### config.mk
export PLATFORM = sky130hd
export DESIGN_NAME = calculate_checksum
export DESIGN_NICKNAME = d
export VERILOG_FILES = /design/src/rtl/calculate_checksum.sv
export SDC_FILE = /design/constraint.sdc
export NUM_CORES = 1
export LEC_CHECK = 0
export CAP_MARGIN = 40
export CORE_MARGIN = 2
export CORE_UTILIZATION = 37
export DETAILED_ROUTE_END_ITERATION = 7
export PLACE_DENSITY = 0.82
export REMOVE_ABC_BUFFERS = 1
export SLEW_MARGIN = 20
export SYNTH_ARGS = -nofsm -noshare
export SYNTH_HDL_FRONTEND = slang
export SYNTH_SLANG_ARGS = --single-unit
### constraint.sdc
create_clock -name vclk -period 6.6
set_input_delay 1.32 -clock vclk [all_inputs]
set_output_delay 1.32 -clock vclk [all_outputs]
set_load 0.02 [all_outputs]
### src/rtl/calculate_checksum.sv
// Purpose : 8-bit two's-complement checksum of a NoC flit body; checks the carried checksum and reseals the flit.
// Latency : 0 cycles when REGISTERED=0 (pure combinational), 1 cycle when REGISTERED=1.
// Backpressure: none; every flit_in value is evaluated, the caller qualifies it with its own valid.
// Ports: clk/rst (sync, active-high; used only when REGISTERED=1), flit_in (flit under test),
//        checksum (computed over header+payload), is_valid (carried == computed), flit_out (resealed flit).

package types;
    typedef logic [7:0] checksum_t;

    typedef struct packed {
        logic [2:0] version;
        logic [1:0] flittype;
        logic [5:0] src_id;
        logic [5:0] dst_id;
        logic [7:0] flit_id;
    } header_t;

    typedef struct packed {
        logic [15:0] addr;
        logic [15:0] data;
    } payload_mem_t;

    typedef union packed {
        logic [31:0]  raw;
        payload_mem_t mem;
    } payload_t;

    typedef struct packed {
        header_t   header;
        payload_t  payload;
        checksum_t checksum;
    } flit_t;
endpackage

module calculate_checksum #(
    parameter bit REGISTERED = 1'b0
) (
    input  logic              clk,
    input  logic              rst,
    input  types::flit_t      flit_in,
    output types::checksum_t  checksum,
    output logic              is_valid,
    output types::flit_t      flit_out
);
    localparam int BODY_W = $bits(types::flit_t) - 8;
    localparam int NBYTES = (BODY_W + 7) / 8;
    localparam int PAD_W  = NBYTES * 8;

    // Body is zero-extended to whole bytes; carries out of bit 7 drop naturally in the 8-bit accumulator.
    function automatic types::checksum_t body_checksum(input logic [BODY_W-1:0] body);
        logic [PAD_W-1:0] padded;
        logic [7:0]       sum;
        padded = PAD_W'(body);
        sum    = 8'h00;
        for (int i = 0; i < NBYTES; i++) begin
            sum = sum + padded[i*8 +: 8];
        end
        return 8'h00 - sum;
    endfunction

    logic [BODY_W-1:0] body_c;
    types::checksum_t  checksum_c;
    logic              is_valid_c;
    types::flit_t      flit_c;

    // Payload union is summed as raw bits regardless of its interpretation.
    assign body_c     = {flit_in.header, flit_in.payload};
    assign checksum_c = body_checksum(body_c);
    assign is_valid_c = (flit_in.checksum == checksum_c);

    always_comb begin
        flit_c          = flit_in;
        flit_c.checksum = checksum_c;
    end

    generate
        if (REGISTERED) begin : g_reg
            // Reset wins over capture so no stale result survives a mid-stream reset.
            always_ff @(posedge clk) begin
                if (rst) begin
                    checksum <= 8'h00;
                    is_valid <= 1'b0;
                    flit_out <= '0;
                end else begin
                    checksum <= checksum_c;
                    is_valid <= is_valid_c;
                    flit_out <= flit_c;
                end
            end
        end else begin : g_comb
            // clk/rst are deliberately unused in the combinational build.
            logic unused_clk_rst;
            assign unused_clk_rst = clk ^ rst;
            assign checksum = checksum_c;
            assign is_valid = is_valid_c;
            assign flit_out = flit_c;
        end
    endgenerate
endmodule

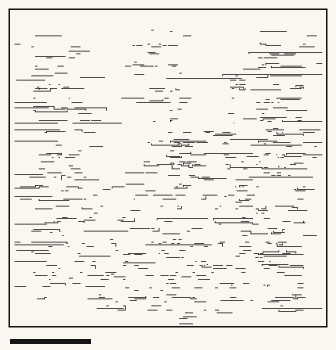
(images/layer_met1.png)
Bar = 20 um.
wire length on this layer: 1,460 um
share of all routed wire: 32%
nets with wire on the layer: 367
via count: 1,656
met1 Usage GRT: 0.164
WL final: 4.50 mm

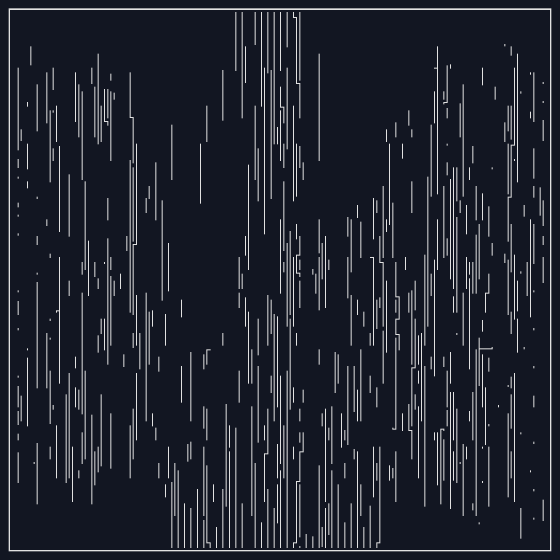
(images/layer_met2.png)
wire length on this layer: 2,580 um
longest straight run: 25.3 um
met2 global-route usage: 0.343

==> out/qor.yml <==
run_status:
  status: "complete, no violations"
floorplanning:
  chipArea_um2: 6010
  die_h_um: 77.6
  design.core.area_um2: 5170
  die_w_um: 77.6
  core_util_floorplan: 0.387
final_layout:
  clock_buffers: 0
  stdcell_area_um2: 3260
  final_cells: 404
  antenna_cells: 0
  layout_top_cell: "clkdlybuf4s50_1"
  ff_latch_area_um2: 0
  fin_nets: 451
  syn_to_final_growth_pct: 62.8
critical_path:
  critical-path-top-delay-family: "adder cells"
  cp-startpoint: "flit_in[45]"
  cp_slowest_stage_delay_ns: 0.56
  cp-endpoint: "is_valid"
  worst-path-buf-inv: 5
  crit_cells: 15
  critPathKind: "in2out"
  worstPathMaxFanout: 2
  end_kind: "output port"
  cp-start-kind: "primary input"
  worst_path_max_delay_cell: "fa_1"
  cp_common_cell: "fa_1"
logic_synthesis:
  top_area_cell: "fa_1"
  synth_top_cell_by_count: "inv_1"
  yosysCellCount: 232
  synth_area_um2: 2000
  avgSynthCellArea_um2: 8.63
  ys_chip_area_um2: 2000
  synthTopCellsByCount: "82 x inv_1, 65 x buf_4, 37 x fa_1"
  yosysWarnings: 0
  ys_seq_frac: 0
final_timing:
  slew-limit-headroom: 0.840
  grt_setup_unrepaired: "yes"
  fmax_ghz: 0.152
  setup_viol: 0
  tightest_slew_ns: 0.240
  fin_crit_ns: 6.56
  hold_viol: 0
  fin_ws_ns: 0.0372
  drv_slew: 0
power:
  switching_power_mw: 0.946
  p_leak_nw: 1.65
  pwr-share-comb: 1.000
  internal_power_mw: 1.00
  pwr_density_cell_nw_per_um2: 597
hold_path:
  hp-class: "in2out"
  whs_endpoint: "flit_out[42]"
  hp-start: "flit_in[42]"
  holdPathStages: 2
place:
  place_worst_setup_slack_ns: -1.04
  dp.cells: 398
  gp_congestion: 0.732
  portBuffers: 139
routing:
  vias_per_cell: 4.10
  drtAntennaViolNets: 0
  routedWlPerCell_um: 11.1
  first_pass_iters: 4
  drc: 0
  drt_iter0_markers: 8
global_route:
  grt_overflow: 0
  grt_max_degree: 4
  grtUsageTotal: 0.160
  grt_pass1_wl_mm: 8.11
  antenna_found_initial: 0
job:
  max_cap_viol_count: 0
  warnings: 35
clocking:
  ctsHoldBuffers: 0
## layer usage
layer  vias to the layer above  global-route usage  wire length [um]
met2                        97               0.343              2580
li1                        785                   -                 -
met3                         0              0.0326               459
met1                       774               0.164              1460
met5                         -                   0                 0
met4                         0                   0                 0
## layout make-up
class,count,area [um2]
inverter,82,308
fill,457,1910
multi-input combinational,85,1320
timing repair buffer,167,1540
tap,70,87.6
## metrics by stage
step | TNS, ns | util | power (mW) | hold WS [ns]
global placement | -5.75 | 0.611 | 1.75 | 3.59
global route | -0.184 | 0.630 | 2.14 | 3.27
CTS | 0 | 0.630 | 1.96 | 3.26
detailed placement | -6.25 | 0.611 | 1.77 | 3.59
floorplan | -0.344 | - | 0.889 | 2.64
finish | 0 | 0.630 | 1.95 | 3.26
## cells by family after synthesis
logic type	after synthesis	synth area share
AND-OR/OR-AND	6	0.0175
XOR/XNOR	22	0.121
adder cells (fa/ha/maj)	48	0.439
buffers and inverters	147	0.398
AND/OR/NAND/NOR	9	0.0250
## power groups by stage
stage	Sequential, mW	Clock (mW)	Combinational (mW)
final	0	0	1.95
after global placement	0	0	1.75
after floorplan	0	0	0.889
after detailed placement	0	0	1.77
after global routing	0	0	2.14
after CTS	0	0	1.96
## repair_timing
| action | CTS | global route |
|---|---|---|
| pin swaps | 37 | 0 |
| setup endpoints to repair | 11 | 6 |
| setup buffers | 6 | 0 |
| gates resized | 116 | 13 |
Power figures rest on the tool's default switching activity, not on a simulated workload.
